Layout detail:
Window x 16 to 56, y 0 to 40 µm. Cells in gray, sequential cells in the stronger gray; small squares are vias.
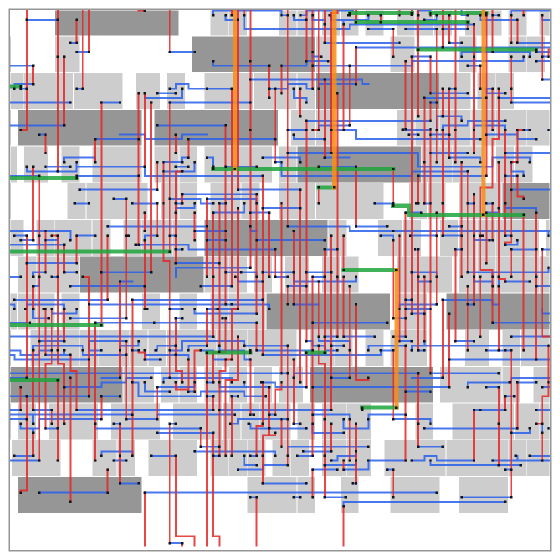
M3 wires:
Scale bar: 20 µm.
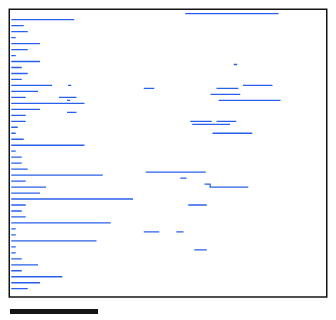
Cell placement:
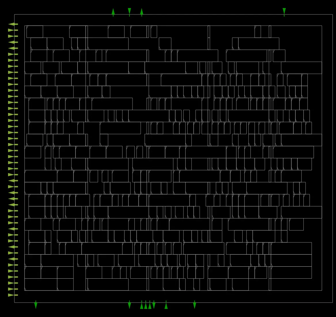
**src/rtl/uart_tx_arbiter_pkg.sv**
```systemverilog
// Shared definitions for the uart_tx byte-source arbiter: parameter defaults,
// FSM state encoding and the frame-length helper.
package uart_tx_arbiter_pkg;

   localparam int DEF_N_REQ        = 4;
   localparam int DEF_BAUD_CNT_MAX = 5207;
   localparam int DEF_FRAME_BITS   = 10;

   typedef enum logic [1:0] {
      ST_IDLE   = 2'd0,
      ST_LAUNCH = 2'd1,
      ST_WAIT   = 2'd2
   } arb_state_t;

   // Clocks needed for uart_tx to shift one complete frame out.
   function automatic int frame_cycles(input int baud_cnt_max, input int frame_bits);
      return (baud_cnt_max + 1) * frame_bits;
   endfunction

endpackage

```
**src/rtl/uart_tx_arbiter_rr_pick.sv**
```systemverilog
// Combinational round-robin picker: first eligible requester at or above the
// pointer, otherwise the lowest eligible one (wrap-around search).
module uart_tx_arbiter_rr_pick #(
   parameter int N = 4,
   localparam int IW = $clog2(N)
) (
   input  logic [N-1:0]  i_req,
   input  logic [N-1:0]  i_mask,
   input  logic [IW-1:0] i_ptr,
   output logic [N-1:0]  o_grant,
   output logic [IW-1:0] o_idx,
   output logic          o_any
);

   logic [N-1:0]  w_elig;
   logic [N-1:0]  w_hi_mask;
   logic [N-1:0]  w_req_hi;
   logic [N-1:0]  w_sel;
   logic [IW-1:0] w_idx_or [N+1];

   assign w_elig = i_req & i_mask;

   genvar gi;
   generate
      for (gi = 0; gi < N; gi++) begin : g_pos
         assign w_hi_mask[gi]   = (IW'(gi) >= i_ptr);
         assign w_idx_or[gi+1]  = w_idx_or[gi] | (o_grant[gi] ? IW'(gi) : '0);
      end
   endgenerate

   assign w_idx_or[0] = '0;

   // Searching the upper slice first and falling back to the full vector
   // gives ptr, ptr+1, .., N-1, 0, .., ptr-1 ordering.
   assign w_req_hi = w_elig & w_hi_mask;
   assign w_sel    = (|w_req_hi) ? w_req_hi : w_elig;
   assign o_grant  = w_sel & (~w_sel + N'(1));
   assign o_idx    = w_idx_or[N];
   assign o_any    = |w_elig;

endmodule

```
**src/rtl/uart_tx_arbiter.sv**
```systemverilog
// Shares one uart_tx between N_REQ byte sources: round-robin accept, one-cycle
// launch pulse, then a frame-length wait since uart_tx has no ready signal.
module uart_tx_arbiter
   import uart_tx_arbiter_pkg::*;
#(
   parameter int N_REQ        = DEF_N_REQ,
   parameter int BAUD_CNT_MAX = DEF_BAUD_CNT_MAX,
   parameter int FRAME_BITS   = DEF_FRAME_BITS,
   localparam int FRAME_CYCLES = frame_cycles(BAUD_CNT_MAX, FRAME_BITS),
   localparam int IW           = $clog2(N_REQ),
   localparam int CW           = $clog2(FRAME_CYCLES)
) (
   input  logic                 sys_clk,
   input  logic                 sys_rst,
   input  logic [N_REQ-1:0]     req_valid,
   input  logic [8*N_REQ-1:0]   req_data,
   input  logic [N_REQ-1:0]     req_last,
   output logic [N_REQ-1:0]     req_ready,
   output logic [7:0]           pi_data,
   output logic                 pi_data_flag,
   output logic                 tx_busy,
   output logic [IW-1:0]        grant_id
);

   arb_state_t    r_state;
   arb_state_t    w_state_next;
   logic [IW-1:0] r_rr_ptr;
   logic [IW-1:0] r_lock_id;
   logic [IW-1:0] r_grant;
   logic          r_locked;
   logic [CW-1:0] r_count;
   logic [7:0]    r_data;

   logic [N_REQ-1:0] w_mask;
   logic [N_REQ-1:0] w_grant;
   logic [IW-1:0]    w_idx;
   logic             w_any;
   logic             w_accept;
   logic             w_last;
   logic [7:0]       w_byte_or [N_REQ+1];

   genvar gi;
   generate
      for (gi = 0; gi < N_REQ; gi++) begin : g_req
         // While locked only the lock owner may be picked.
         assign w_mask[gi]      = ~r_locked | (r_lock_id == IW'(gi));
         assign w_byte_or[gi+1] = w_byte_or[gi] | (req_data[8*gi +: 8] & {8{w_grant[gi]}});
      end
   endgenerate

   assign w_byte_or[0] = '0;
   assign w_last       = |(req_last & w_grant);

   uart_tx_arbiter_rr_pick #(
      .N (N_REQ)
   ) u_rr_pick (
      .i_req   (req_valid),
      .i_mask  (w_mask),
      .i_ptr   (r_rr_ptr),
      .o_grant (w_grant),
      .o_idx   (w_idx),
      .o_any   (w_any)
   );

   // Reset also masks the combinational accept so req_ready reads 0 while held.
   assign w_accept = (r_state == ST_IDLE) & w_any & ~sys_rst;

   always_ff @(posedge sys_clk or posedge sys_rst) begin
      if (sys_rst) begin
         r_state <= ST_IDLE;
      end else begin
         r_state <= w_state_next;
      end
   end

   always_comb begin
      w_state_next = r_state;
      case (r_state)
         ST_IDLE:   if (w_accept) w_state_next = ST_LAUNCH;
         ST_LAUNCH: w_state_next = ST_WAIT;
         ST_WAIT:   if (r_count == '0) w_state_next = ST_IDLE;
         default:   w_state_next = ST_IDLE;
      endcase
   end

   always_comb begin
      req_ready    = '0;
      pi_data_flag = 1'b0;
      tx_busy      = 1'b0;
      case (r_state)
         ST_IDLE: begin
            if (w_accept) req_ready = w_grant;
         end
         ST_LAUNCH: begin
            pi_data_flag = 1'b1;
            tx_busy      = 1'b1;
         end
         ST_WAIT: begin
            tx_busy = 1'b1;
         end
         default: begin
            tx_busy = 1'b0;
         end
      endcase
   end

   always_ff @(posedge sys_clk or posedge sys_rst) begin
      if (sys_rst) begin
         r_data    <= '0;
         r_grant   <= '0;
         r_locked  <= 1'b0;
         r_lock_id <= '0;
         r_rr_ptr  <= '0;
         r_count   <= '0;
      end else begin
         if (w_accept) begin
            r_data  <= w_byte_or[N_REQ];
            r_grant <= w_idx;
            if (w_last) begin
               r_locked <= 1'b0;
               r_rr_ptr <= (w_idx == IW'(N_REQ - 1)) ? '0 : w_idx + IW'(1);
            end else begin
               r_locked  <= 1'b1;
               r_lock_id <= w_idx;
            end
         end
         // Loaded in LAUNCH so WAIT sees FRAME_CYCLES-1 down to 0 inclusive.
         if (r_state == ST_LAUNCH) begin
            r_count <= CW'(FRAME_CYCLES - 1);
         end else if ((r_state == ST_WAIT) && (r_count != '0)) begin
            r_count <= r_count - CW'(1);
         end
      end
   end

   assign pi_data  = r_data;
   assign grant_id = r_grant;

endmodule

```
**config.mk**
```make
export PLATFORM = sky130hd
export DESIGN_NAME = uart_tx_arbiter
export DESIGN_NICKNAME = d
export VERILOG_FILES = /design/src/rtl/uart_tx_arbiter_pkg.sv /design/src/rtl/uart_tx_arbiter_rr_pick.sv /design/src/rtl/uart_tx_arbiter.sv
export SDC_FILE = /design/constraint.sdc
export NUM_CORES = 1
export LEC_CHECK = 0
export ABC_AREA = 1
export CORE_ASPECT_RATIO = 0.9
export CORE_MARGIN = 2
export CORE_UTILIZATION = 53
export CTS_CLUSTER_SIZE = 28
export DETAILED_ROUTE_END_ITERATION = 10
export PLACE_DENSITY = 0.86
export SLEW_MARGIN = 20
export SYNTH_ARGS = -nofsm -noshare
export SYNTH_HDL_FRONTEND = slang
export SYNTH_HIERARCHICAL = 1
export SYNTH_SLANG_ARGS = --single-unit
```
**constraint.sdc**
```tcl
create_clock -name sys_clk -period 4.1 [get_ports sys_clk]
set_input_delay 0.82 -clock sys_clk [delete_from_list [all_inputs] [get_ports sys_clk]]
set_output_delay 0.82 -clock sys_clk [all_outputs]
set_load 0.05 [all_outputs]
```
==> out/results.tsv <==
metric	value	unit
synth.logic.top_family	simple AND/OR/NAND/NOR gates	
syn_nets	370	
swShare	51.25	%
min_period	3405	ps
yosys.area.top_type_share	37.56	%
combGateArea	1177	µm²
start_kind	input pin	
ys_sh_adder	3.415	%
power.switching	1.078	mW
cts_tree	done	
worstHoldEndpoint	grant_id[0]	
use_met1	29.85	%
r2r_end	r_lock_id[0]	
power_sequential	0.567	mW
top_area_cell	dfrtp_1	
grt_remaining_overflow	0	
worstPathCellList	clkdlybuf4s50_1 > nand2_1 > nand2_1 > nand2_1 > nand3_2 > nand2_1 > nand2_2 > nand3_2 > inv_1 > inv_1 > nor2_1 > buf_12	
ys_seq_share	37.56	%
nets	429	
core-area	4019	µm²
fmax	0.2937	GHz
ys_cells	322	
synth.cellmix.simpleShare	37.28	%
maxCapViolations	0	
yosys_most_used_dff	dfrtp_1	
dpl_cell_area	2854	µm²
worst_ep_arrival_time	2580	ps
grtUsageTotal	26.28	%
ctsRootBufferMaster	clkbuf_8	
power	2.103	mW
outcome	finished, final reports clean	
setup_tns	0	ps
worstSetupStartpoint	req_valid[1]	
slew_viol_final	0	
r2r_start	r_lock_id[0]	
ys_chip_area	2198	µm²
power_frac_comb	61.2	%
rsz0062_at_grt	no	
wl_met2	2.720	mm
buffer_area_share	21.50	%
rr_worst_depth	15	
path_buffers	4	
row_count	22	
diodes	0	
drt_iter0_markers	134	
n_all_buffers	60	
power.internal	1.025	mW
fin_area	2945	µm²
comb_cells	239	
layout_setup_ws	695.2	ps
sequentialPowerShare	27.0	%
synth.top_cells.by_count	nand2_1 (117), inv_1 (37), nor2_1 (35)	
final-clk-cell-share	3.101	%
topRoutingLayerUsed	met4	
sh_seq_area	28.04	%
fp.dieW	71.89	µm
io_pins	58	
synth_warnings	6	
grt_max_degree	34	
end_kind	output port	
seqCellArea	825.8	µm²
h-tree-depth	2	
fin_cells	430	
layout_top_cell	nand2_1	
busiest_layer	met2	
crit_path_max_incr_delay	480	ps
floorplan.core_util	54.70	%
nClkBuffers	5	
power_frac_clock	11.9	%
most_common_cell	nand2_1	
area_leaders	dfrtp_1 (38%), nand2_1 (20%), inv_1 (6.3%)	
r2r_setup_slack	1870	ps
wl_met3	389	µm
min_period_over_period	83.04	%
total_leakage_power	1.449	nW
lay_top_cells	nand2_1 (117), clkdlybuf4s50_1 (53), inv_1 (37), nor2_1 (35), dfrtp_1 (33)	
pwr_density_cell	713.9	nW/µm²
critical_path_required	3280	ps
p_comb	1.29	mW
largest_reg_flops	16	
hold_depth	2	
hp-start	grant_id[0]	
routabilityCongestion	0.8607	
top_register	r_count	
edf_count	0	
clkTransAtPathRegs	70	ps
dp_hpwl	4.308	mm
cp.depth	12	
antenna_found_initial	0	
cp_top_family	buffers and inverters	
synthArstFlopShare	100.0	%
met2_usage	46.64	%
grt_pass1_vias	2320	
relSlewSlack	63.35	%
hold_viol_final	0	
synthMuxAreaShare	0	%
warnings	29	
chipArea	4680	µm²
pre_cts_ws	730.4	ps
worstMarginPinSlew	548.1	ps
comb_share	39.97	%
vdd_drop_max	323.6	µV
worstSetupPathType	input pin to output port	
first_pass_iters	4	
syn_area	2198	µm²
fin_skew	5.112	ps
cts-buffers-inserted	5	
yosysUniqueCellTypes	27	
ys.flops	33	
cp_slowest_cell	clkdlybuf4s50_1	
grt_pass1_wl	9.584	mm
cts-resized-gates	0	
port-buffer-count	57	
-- 'layout detail' (at the start) --
- blue: M1
- orange: M4
- green: M3
- red: M2
- most frequent: nand2_1 (45), inv_1 (22)
- cells with their middle in the window: 164
- sequential cells in the window: 13
- netlist names of flops here include: `pi_data` (3), `r_count` (3), `grant_id` (2)

-- 'M3 wires' (at the start) --
- main direction: horizontal
- wire length on this layer: 390 µm
- nets with wire on the layer: 62
met3 GRT Util: 6.748%
drt total wl: 5.534 mm
via count: 2231

-- 'cell placement' (at the start) --
seq_cells: 33
Layout Utilization: 73.29%
n_taps: 48
Fill cells: 319

No activity file was given, so power comes from the tool's default toggle rates.
